--- src/rtl/ucsbece154b_cache_pkg.sv ---
// ---------------------------------------------------------------------------
// ucsbece154b_cache_pkg
// Shared definitions for the L1 miss-handling path:
//   - miss_state_e : miss handler FSM states
//   - nr_beats()   : memory beats per cache line
//   - offset_width(): byte-offset bits inside a line
//   - line_align() : clear the byte-offset bits of an address
// Addresses are handled here as up to MAX_ADDR_W bits; callers cast to their
// own address width.
// ---------------------------------------------------------------------------
package ucsbece154b_cache_pkg;

  typedef enum logic [2:0] {
    MS_IDLE,
    MS_PROBE,
    MS_MEM_REQ,
    MS_MEM_WAIT,
    MS_FILL
  } miss_state_e;

  localparam int MAX_ADDR_W = 64;

  function automatic int nr_beats(input int line_w, input int beat_w);
    return line_w / beat_w;
  endfunction

  function automatic int offset_width(input int line_w);
    return $clog2(line_w / 8);
  endfunction

  function automatic logic [MAX_ADDR_W-1:0] line_align(
    input logic [MAX_ADDR_W-1:0] addr,
    input int                    off_w
  );
    logic [MAX_ADDR_W-1:0] mask;
    mask = {MAX_ADDR_W{1'b1}} << off_w;
    return addr & mask;
  endfunction

endpackage

--- src/rtl/ucsbece154b_line_assembler.sv ---
// ---------------------------------------------------------------------------
// ucsbece154b_line_assembler
// Collects BEAT_WIDTH-wide memory beats into one LINE_WIDTH line, beat k
// landing in bits [k*BEAT_WIDTH +: BEAT_WIDTH]. The beat counter wraps to 0
// on the last beat so the next line starts from beat 0.
// Ports:
//   clk        clock
//   rst        synchronous active-high reset
//   clear      start a fresh line (counter and line to 0)
//   beat_valid a beat is present on beat_data
//   beat_data  beat payload
//   done       combinational: the current beat is the last of the line
//   line       assembled line register
// ---------------------------------------------------------------------------
module ucsbece154b_line_assembler
  import ucsbece154b_cache_pkg::*;
#(
  parameter int LINE_WIDTH = 128,
  parameter int BEAT_WIDTH = 32
) (
  input  logic                  clk,
  input  logic                  rst,
  input  logic                  clear,
  input  logic                  beat_valid,
  input  logic [BEAT_WIDTH-1:0] beat_data,
  output logic                  done,
  output logic [LINE_WIDTH-1:0] line
);

  localparam int NR_BEATS = nr_beats(LINE_WIDTH, BEAT_WIDTH);
  localparam int CNT_W    = (NR_BEATS > 1) ? $clog2(NR_BEATS) : 1;
  localparam logic [CNT_W-1:0] LAST = CNT_W'(NR_BEATS - 1);

  logic [CNT_W-1:0] cnt;

  assign done = beat_valid && (cnt == LAST);

  always_ff @(posedge clk) begin
    if (rst || clear) begin
      cnt  <= '0;
      line <= '0;
    end else if (beat_valid) begin
      line[cnt*BEAT_WIDTH +: BEAT_WIDTH] <= beat_data;
      cnt <= done ? '0 : cnt + 1'b1;
    end
  end

endmodule

--- src/rtl/ucsbece154b_l1_miss_handler.sv ---
// ---------------------------------------------------------------------------
// ucsbece154b_l1_miss_handler
// Miss handler between a direct-mapped read-only L1 I-cache, a victim cache
// and the memory port. A miss first probes the victim cache; a hit refills
// L1 from it, otherwise the line is fetched from memory beat by beat. Every
// refill writes the line evicted from L1 (when valid) into the victim cache.
// Ports:
//   clk_i, rst_i              clock, synchronous active-high reset
//   miss_*                    miss request from L1 (ready only in IDLE)
//   evict_*                   line being replaced in L1
//   vc_raddr_o/rdata_i/hit_i  victim cache probe (combinational response)
//   vc_we_o/waddr_o/wdata_o   victim cache write of the evicted line
//   mem_req_*                 line request to memory (valid/ready)
//   mem_rsp_*                 response beats, no backpressure
//   fill_*                    one-cycle L1 fill strobe and payload
// Optional (macro UCSBECE154B_MISS_STATS_EN):
//   vc_hit_cnt_o, mem_refill_cnt_o  saturating event counters
// ADDR_WIDTH must not exceed ucsbece154b_cache_pkg::MAX_ADDR_W.
// ---------------------------------------------------------------------------
module ucsbece154b_l1_miss_handler
  import ucsbece154b_cache_pkg::*;
#(
  parameter int ADDR_WIDTH = 56,
  parameter int LINE_WIDTH = 128,
  parameter int BEAT_WIDTH = 32
) (
  input  logic                  clk_i,
  input  logic                  rst_i,
  input  logic                  miss_valid_i,
  output logic                  miss_ready_o,
  input  logic [ADDR_WIDTH-1:0] miss_addr_i,
  input  logic                  evict_valid_i,
  input  logic [ADDR_WIDTH-1:0] evict_addr_i,
  input  logic [LINE_WIDTH-1:0] evict_data_i,
  output logic [ADDR_WIDTH-1:0] vc_raddr_o,
  input  logic [LINE_WIDTH-1:0] vc_rdata_i,
  input  logic                  vc_hit_i,
  output logic                  vc_we_o,
  output logic [ADDR_WIDTH-1:0] vc_waddr_o,
  output logic [LINE_WIDTH-1:0] vc_wdata_o,
  output logic                  mem_req_valid_o,
  input  logic                  mem_req_ready_i,
  output logic [ADDR_WIDTH-1:0] mem_req_addr_o,
  input  logic                  mem_rsp_valid_i,
  input  logic [BEAT_WIDTH-1:0] mem_rsp_data_i,
  output logic                  fill_valid_o,
  output logic [ADDR_WIDTH-1:0] fill_addr_o,
  output logic [LINE_WIDTH-1:0] fill_data_o,
  output logic                  fill_from_vc_o
`ifdef UCSBECE154B_MISS_STATS_EN
  ,
  output logic [31:0]           vc_hit_cnt_o,
  output logic [31:0]           mem_refill_cnt_o
`endif
);

  localparam int OFFSET_WIDTH = offset_width(LINE_WIDTH);

  miss_state_e           state;
  logic [ADDR_WIDTH-1:0] addr_q;
  logic                  ev_valid_q;
  logic [ADDR_WIDTH-1:0] ev_addr_q;
  logic [LINE_WIDTH-1:0] ev_data_q;
  logic [LINE_WIDTH-1:0] vc_line_q;
  logic                  from_vc_q;
  logic                  accept;
  logic                  beat_valid;
  logic                  asm_done;
  logic [LINE_WIDTH-1:0] asm_line;
  logic [ADDR_WIDTH-1:0] miss_line_addr;

  assign accept         = (state == MS_IDLE) && miss_valid_i;
  assign beat_valid     = (state == MS_MEM_WAIT) && mem_rsp_valid_i;
  assign miss_line_addr = ADDR_WIDTH'(line_align(MAX_ADDR_W'(miss_addr_i), OFFSET_WIDTH));

  // The probe, request and fill addresses are all the latched miss line.
  assign vc_raddr_o     = addr_q;
  assign mem_req_addr_o = addr_q;
  assign fill_addr_o    = addr_q;
  assign vc_waddr_o     = ev_addr_q;
  assign vc_wdata_o     = ev_data_q;
  assign fill_from_vc_o = from_vc_q;
  assign fill_data_o    = from_vc_q ? vc_line_q : asm_line;

  ucsbece154b_line_assembler #(
    .LINE_WIDTH(LINE_WIDTH),
    .BEAT_WIDTH(BEAT_WIDTH)
  ) u_line_assembler (
    .clk       (clk_i),
    .rst       (rst_i),
    .clear     (accept),
    .beat_valid(beat_valid),
    .beat_data (mem_rsp_data_i),
    .done      (asm_done),
    .line      (asm_line)
  );

  always_ff @(posedge clk_i) begin
    if (rst_i) begin
      state           <= MS_IDLE;
      miss_ready_o    <= 1'b1;
      mem_req_valid_o <= 1'b0;
      fill_valid_o    <= 1'b0;
      vc_we_o         <= 1'b0;
      addr_q          <= '0;
      ev_valid_q      <= 1'b0;
      ev_addr_q       <= '0;
      ev_data_q       <= '0;
      vc_line_q       <= '0;
      from_vc_q       <= 1'b0;
    end else begin
      unique case (state)
        MS_IDLE: begin
          if (accept) begin
            addr_q       <= miss_line_addr;
            ev_valid_q   <= evict_valid_i;
            ev_addr_q    <= evict_addr_i;
            ev_data_q    <= evict_data_i;
            from_vc_q    <= 1'b0;
            miss_ready_o <= 1'b0;
            state        <= MS_PROBE;
          end
        end
        MS_PROBE: begin
          if (vc_hit_i) begin
            vc_line_q    <= vc_rdata_i;
            from_vc_q    <= 1'b1;
            fill_valid_o <= 1'b1;
            vc_we_o      <= ev_valid_q;
            state        <= MS_FILL;
          end else begin
            mem_req_valid_o <= 1'b1;
            state           <= MS_MEM_REQ;
          end
        end
        MS_MEM_REQ: begin
          if (mem_req_ready_i) begin
            mem_req_valid_o <= 1'b0;
            state           <= MS_MEM_WAIT;
          end
        end
        MS_MEM_WAIT: begin
          if (asm_done) begin
            fill_valid_o <= 1'b1;
            vc_we_o      <= ev_valid_q;
            state        <= MS_FILL;
          end
        end
        MS_FILL: begin
          fill_valid_o <= 1'b0;
          vc_we_o      <= 1'b0;
          from_vc_q    <= 1'b0;
          miss_ready_o <= 1'b1;
          state        <= MS_IDLE;
        end
        default: state <= MS_IDLE;
      endcase
    end
  end

`ifdef UCSBECE154B_MISS_STATS_EN
  function automatic logic [31:0] sat_inc(input logic [31:0] v);
    return (v == 32'hFFFF_FFFF) ? v : v + 32'd1;
  endfunction

  always_ff @(posedge clk_i) begin
    if (rst_i) begin
      vc_hit_cnt_o     <= '0;
      mem_refill_cnt_o <= '0;
    end else begin
      if (state == MS_PROBE && vc_hit_i)
        vc_hit_cnt_o <= sat_inc(vc_hit_cnt_o);
      if (state == MS_FILL && !from_vc_q)
        mem_refill_cnt_o <= sat_inc(mem_refill_cnt_o);
    end
  end
`endif

endmodule

--- config.mk ---
export PLATFORM = sky130hd
export DESIGN_NAME = ucsbece154b_l1_miss_handler
export DESIGN_NICKNAME = d
export VERILOG_FILES = /design/src/rtl/ucsbece154b_cache_pkg.sv /design/src/rtl/ucsbece154b_line_assembler.sv /design/src/rtl/ucsbece154b_l1_miss_handler.sv
export SDC_FILE = /design/constraint.sdc
export NUM_CORES = 1
export LEC_CHECK = 0
export CAP_MARGIN = 20
export CORE_AREA = 2 2 348 350
export CTS_BUF_LIST = sky130_fd_sc_hd__clkbuf_4 sky130_fd_sc_hd__clkbuf_8
export DETAILED_ROUTE_END_ITERATION = 8
export DIE_AREA = 0 0 350 352
export HOLD_SLACK_MARGIN = 0.06
export SETUP_SLACK_MARGIN = 0.3
export SYNTH_ARGS = -nofsm -noshare
export SYNTH_HDL_FRONTEND = slang
export SYNTH_SLANG_ARGS = --single-unit
--- constraint.sdc ---
create_clock -name clk_i -period 4.3 [get_ports clk_i]
set_input_delay 1.075 -clock clk_i [delete_from_list [all_inputs] [get_ports clk_i]]
set_output_delay 1.075 -clock clk_i [all_outputs]
set_load 0.005 [all_outputs]
Run 1, supply network:
Scale bar: 100 µm. Pins as bars on the die edge. Tap cells in grey.
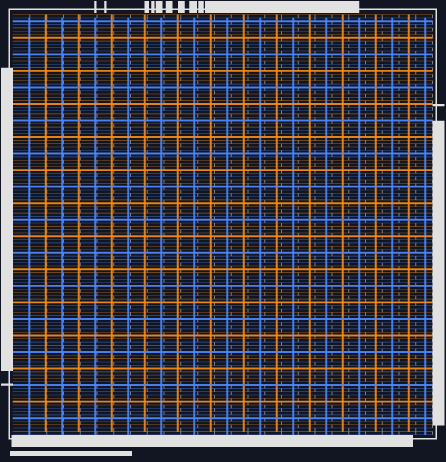
Key: orange = VDD; blue = VSS
128 met1 rails follow the rows. 25 straps on met4.
maximum vdd drop: 0.000239 V
Horiz. Die Dim: 350 µm
area inside the core boundary: 0.119 mm²
vertical die dimension: 352 µm

Run 1, placement by cell class:
Scale bar: 100 µm.
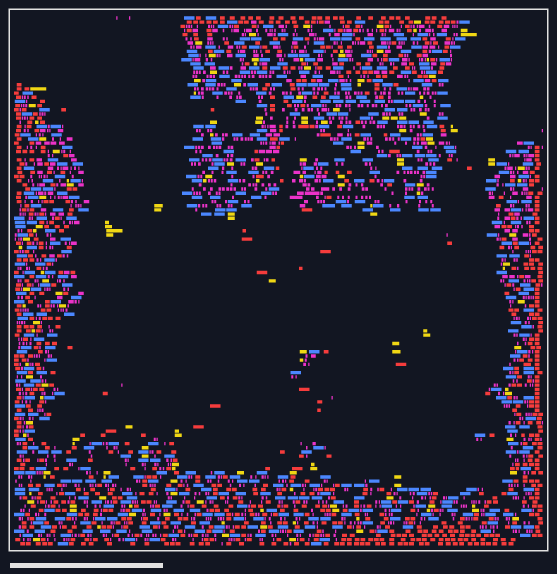
Key: red = remaining buffers and delay cells [cells 908]; blue = registers [cells 503]; magenta = remaining logic cells [cells 1683]; yellow = clock drivers and dummy loads [cells 163]
final std cell area, no fill: 0.0319 mm²
final core area utilization: 26.8%
fraction of area in registers: 31.6%

==> results.yml, run 1 <==
# implementation run metrics
placement:
  pre_cts_ws_ps: 832
  gpl.final_weighted_congestion: 0.813
  total_placed_cells_including_tap_cells: 4705
clocking:
  cts_hold_repair.buffers: 0
  post-cts-setup-buffer-count: 0
  cts_tree: "built"
  clockRootBuffer: "clkbuf_8"
  cts_buffer_depth: 3
cells_and_area:
  nFlopsAndLatches: 503
  non_clock_buffer_area_share_pct: 28.8
  lay_top_count: "clkdlybuf4s50_1"
  area_dominant_class: "flip-flops and latches"
  count_of_filler_cells_inserted_in_the_layout: 12800
  finalNetCount: 3602
  area_growth_syn_to_layout_pct: 56.2
  stdcell_count: 4882
global_route:
  grt_remaining_overflow: 0
  number_of_antenna_violations_at_the_first_check_in_global_routing: 33
  grt_max_degree: 132
logic_synthesis:
  synth_cells: 2513
  enable_flop_cells: 0
  netlist_area_pre_place_mm2: 0.0204
  synth_top_flop_cell: "dfxtp_1"
critical_path:
  crit_end: "fill_data_o[104]"
  worstReg2RegEnd: "u_line_assembler.line[126]"
  crit_fanout: 63
  largest_incremental_delay_on_the_critical_path_ps: 690
  cp-end-kind: "output pin"
  timing.critical_path.buf_inv: 2
final_timing:
  setup_repair_after_global_routing_missed_its_margin: "false"
  worstMarginPinSlew_ps: 1060
  setup_viol: 0
pwr:
  p_int_mw: 8.90
  p_leak_nw: 10.9
hold_path:
  timing.hold.worst_path_depth: 2
floorplanning:
  nWellTaps: 1612
run_status:
  outcome: "finished clean"
run:
  stage_log_warnings: 47
Run 1, clock distribution:
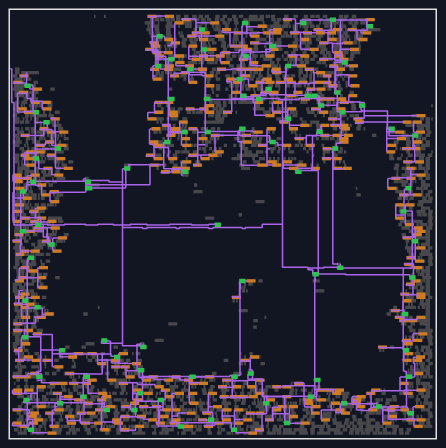
Key: orange = flip-flops [count 503]; purple = clock wires [length 8940 µm]; green = clock-net drivers [count 94]
Position of the flops: spread over the die. There are 95 routed clock nets.
clock skew: 38.3 ps
Insertion Delay late pin: 710 ps
power share of the clock group: 40.4%

## run 1: power by group through the flow
| stage | registers (mW) | clock network (mW) | logic [mW] |
|---|---|---|---|
| after floorplan | 5.22 | 0 | 0.985 |
| after global placement | 5.27 | 0 | 2.22 |
| after detailed placement | 5.28 | 0 | 2.23 |
| after CTS | 5.18 | 5.22 | 2.24 |
| after global routing | 5.21 | 5.40 | 2.39 |
| final | 5.18 | 5.02 | 2.22 |
## run 1: worst reg2reg max path, delay by kind of cell (launching register included)
kind | cells | cell delay [ps]
compound gates | 2 | 420
fa+ha+maj | 1 | 690
buf+inv | 2 | 850
flops | 1 | 470
## run 1: logic make-up (layout without fill, tap and decap cells)
kind of cell	after synthesis	count (layout)	share of synthesized area, %
multiplexers	130	130	7.15
buffers and inverters	345	1078	9.14
flip-flops	503	503	49.3
adder cells (fa/ha/maj)	5	5	0.306
AND-OR/OR-AND	638	638	15.7
other	1	25	0.0183
AND/OR/NAND/NOR	891	891	18.4
## run 1: state kept, by name (all words and copies together) (netlist names), 2 cells and up
name                   cells
fill_addr_o               52
state                      3
u_line_assembler.cnt       2
u_line_assembler.line    128
vc_line_q                128
vc_waddr_o                56
vc_wdata_o               128
## run 1: routing by layer
layer / up-vias / track usage, % / share of wire (%)
met4: 4 / 5.70 / 3.2
met5: - / 0 / 0.029
met2: 867 / 21.7 / 45
li1: 9732 / - / -
met1: 9649 / 18.1 / 42
met3: 158 / 4.80 / 9.7
## run 1: metrics by stage
| step | util, % | total power [mW] |
|---|---|---|
| 2_1_floorplan | - | 6.21 |
| 3_3_place_gp | 25.0 | 7.49 |
| 3_5_place_dp | 25.1 | 7.51 |
| 4_1_cts | 26.7 | 12.6 |
| 5_1_grt | 26.7 | 13.0 |
| 6_report | 26.8 | 12.4 |
==> run 2: changes to the inputs <==
--- a/config.mk
+++ b/config.mk
@@ -6,12 +6,13 @@
 export NUM_CORES = 1
 export LEC_CHECK = 0
 export CAP_MARGIN = 20
-export CORE_AREA = 2 2 348 350
+export CORE_AREA = 2 2 345 347
 export CTS_BUF_LIST = sky130_fd_sc_hd__clkbuf_4 sky130_fd_sc_hd__clkbuf_8
 export DETAILED_ROUTE_END_ITERATION = 8
-export DIE_AREA = 0 0 350 352
+export DIE_AREA = 0 0 347 349
 export HOLD_SLACK_MARGIN = 0.06
 export SETUP_SLACK_MARGIN = 0.3
 export SYNTH_ARGS = -nofsm -noshare
 export SYNTH_HDL_FRONTEND = slang
+export SYNTH_HIERARCHICAL = 1
 export SYNTH_SLANG_ARGS = --single-unit
==> run 2 against run 1 <==
Wire length grew 9.1%; area after synthesis shrank 1.9%; register-to-register slack lost 360 ps; highest routed layer unchanged; clock power grew 4.4%; first-iteration DRC count grew 23%; hold slack lost 1.2 ps; global-route usage grew 1.7 points; cell count shrank 3.1%; combinational power shrank 25%.
==> results.yml, run 2 <==
# implementation run metrics
clocking:
  cts_tree: "built"
  post-cts-setup-buffer-count: 0
  cts_buffer_depth: 3
  clockRootBuffer: "clkbuf_8"
  cts_hold_repair.buffers: 0
cells_and_area:
  lay_top_count: "clkdlybuf4s50_1"
  area_growth_syn_to_layout_pct: 57.0
  stdcell_count: 4731
critical_path:
  cp-end-kind: "output pin"
  largest_incremental_delay_on_the_critical_path_ps: 690
  crit_fanout: 49
  timing.critical_path.buf_inv: 2
drt:
  top_signal_layer_used: "met5"
  routed-wl-met2_um: 45500
  route.layer.met1.wl_um: 43100
logic_synthesis:
  synth_top_flop_cell: "dfxtp_1"
  enable_flop_cells: 0
  synth_cells: 2417
pwr:
  seq-power_mw: 5.04
  ir_drop_v: 0.000199
  comb-power_mw: 1.66
  finalPower_mw: 11.9
  power_clock_mw: 5.24
  largestPowerGroup: "clock"
  p_int_mw: 8.74
global_route:
  grt_util_met3_pct: 5.10
  number_of_antenna_violations_at_the_first_check_in_global_routing: 17
  gr-max-usage-layer: "met2"
  globalRouteMet2Util_pct: 24.8
  grt_remaining_overflow: 0
floorplanning:
  fp.dieW_um: 347
  die_height_um: 349
placement:
  gpl.final_weighted_congestion: 0.887
final_timing:
  setup_repair_after_global_routing_missed_its_margin: "false"
  final.setup_skew_ps: 51.6
run_status:
  outcome: "finished clean"
hold_path:
  timing.hold.worst_path_depth: 2
==> run 2: cell count changes after synthesis, moves of 5 or more <==
| cell | change |
|---|---|
| buf_2 | -39 |
| nor2_1 | +58 |
| a32o_1 | +10 |
| buf_4 | +20 |
| clkbuf_1 | -7 |
| nand2_1 | +66 |
| nand4_1 | -64 |
| o21ai_1 | -7 |
| nor3b_1 | -5 |
| o21ai_0 | -121 |
| a21oi_1 | -66 |
| a32oi_1 | +51 |
==> run 2: cell type report <==
cell class / instances / area (µm²)
clock buffers: 149 / 1870
well taps: 1536 / 1920
multi-input cells: 1606 / 8250
diodes: 9 / 22.5
inverters: 5 / 26.3
fillers: 12600 / 85900
clock inverters: 18 / 229
flip-flops and latches: 503 / 10100
repair buffers: 905 / 9110
==> run 2: stage by stage <==
step           utilization [%]  area (µm²)  worst slack, ps
5_1_grt                   26.8       31500              372
3_3_place_gp              25.0       29400              719
3_5_place_dp              25.0       29400              696
4_1_cts                   26.8       31500              368
6_report                  26.8       31500              530
2_1_floorplan                -       20100             1550
==> run 2: kinds of logic (layout without fill, tap and decap cells) <==
| group | after synthesis | after routing | share of synthesized area [%] |
|---|---|---|---|
| AOI/OAI and AO/OA | 503 | 503 | 13.8 |
| adders and majority gates | 5 | 5 | 0.312 |
| other | 1 | 21 | 0.0187 |
| buffers and inverters | 319 | 1077 | 9.07 |
| xor gates and xnor gates | 1 | 1 | 0.0437 |
| muxes | 131 | 131 | 7.34 |
| and+or+nand+nor | 954 | 954 | 19.2 |
| DFF | 503 | 503 | 50.2 |
==> run 2: worst reg2reg max path, delay by kind of cell (launching register included) <==
kind | cells | cell delay (ps)
flip-flops | 1 | 570
AND/OR/NAND/NOR | 4 | 1760
AND-OR/OR-AND | 1 | 220
buffers and inverters | 1 | 320
Run 2, clock distribution:
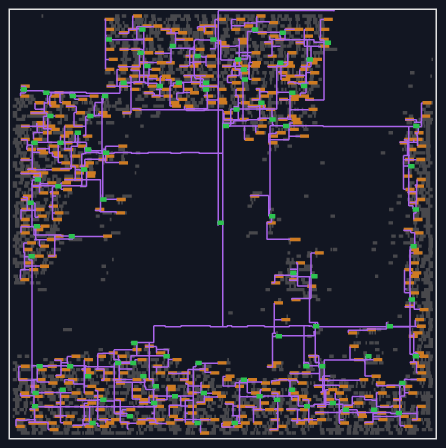
Key: purple = clock wires [length 8710 µm]; green = clock-net drivers [count 93]; orange = flip-flops [count 503]
There are 94 routed clock nets. Position of the flops: spread over the die.
Insertion Delay late pin: 750 ps
power share of the clock group: 43.9%

Power is estimated from default activity; no workload was simulated.
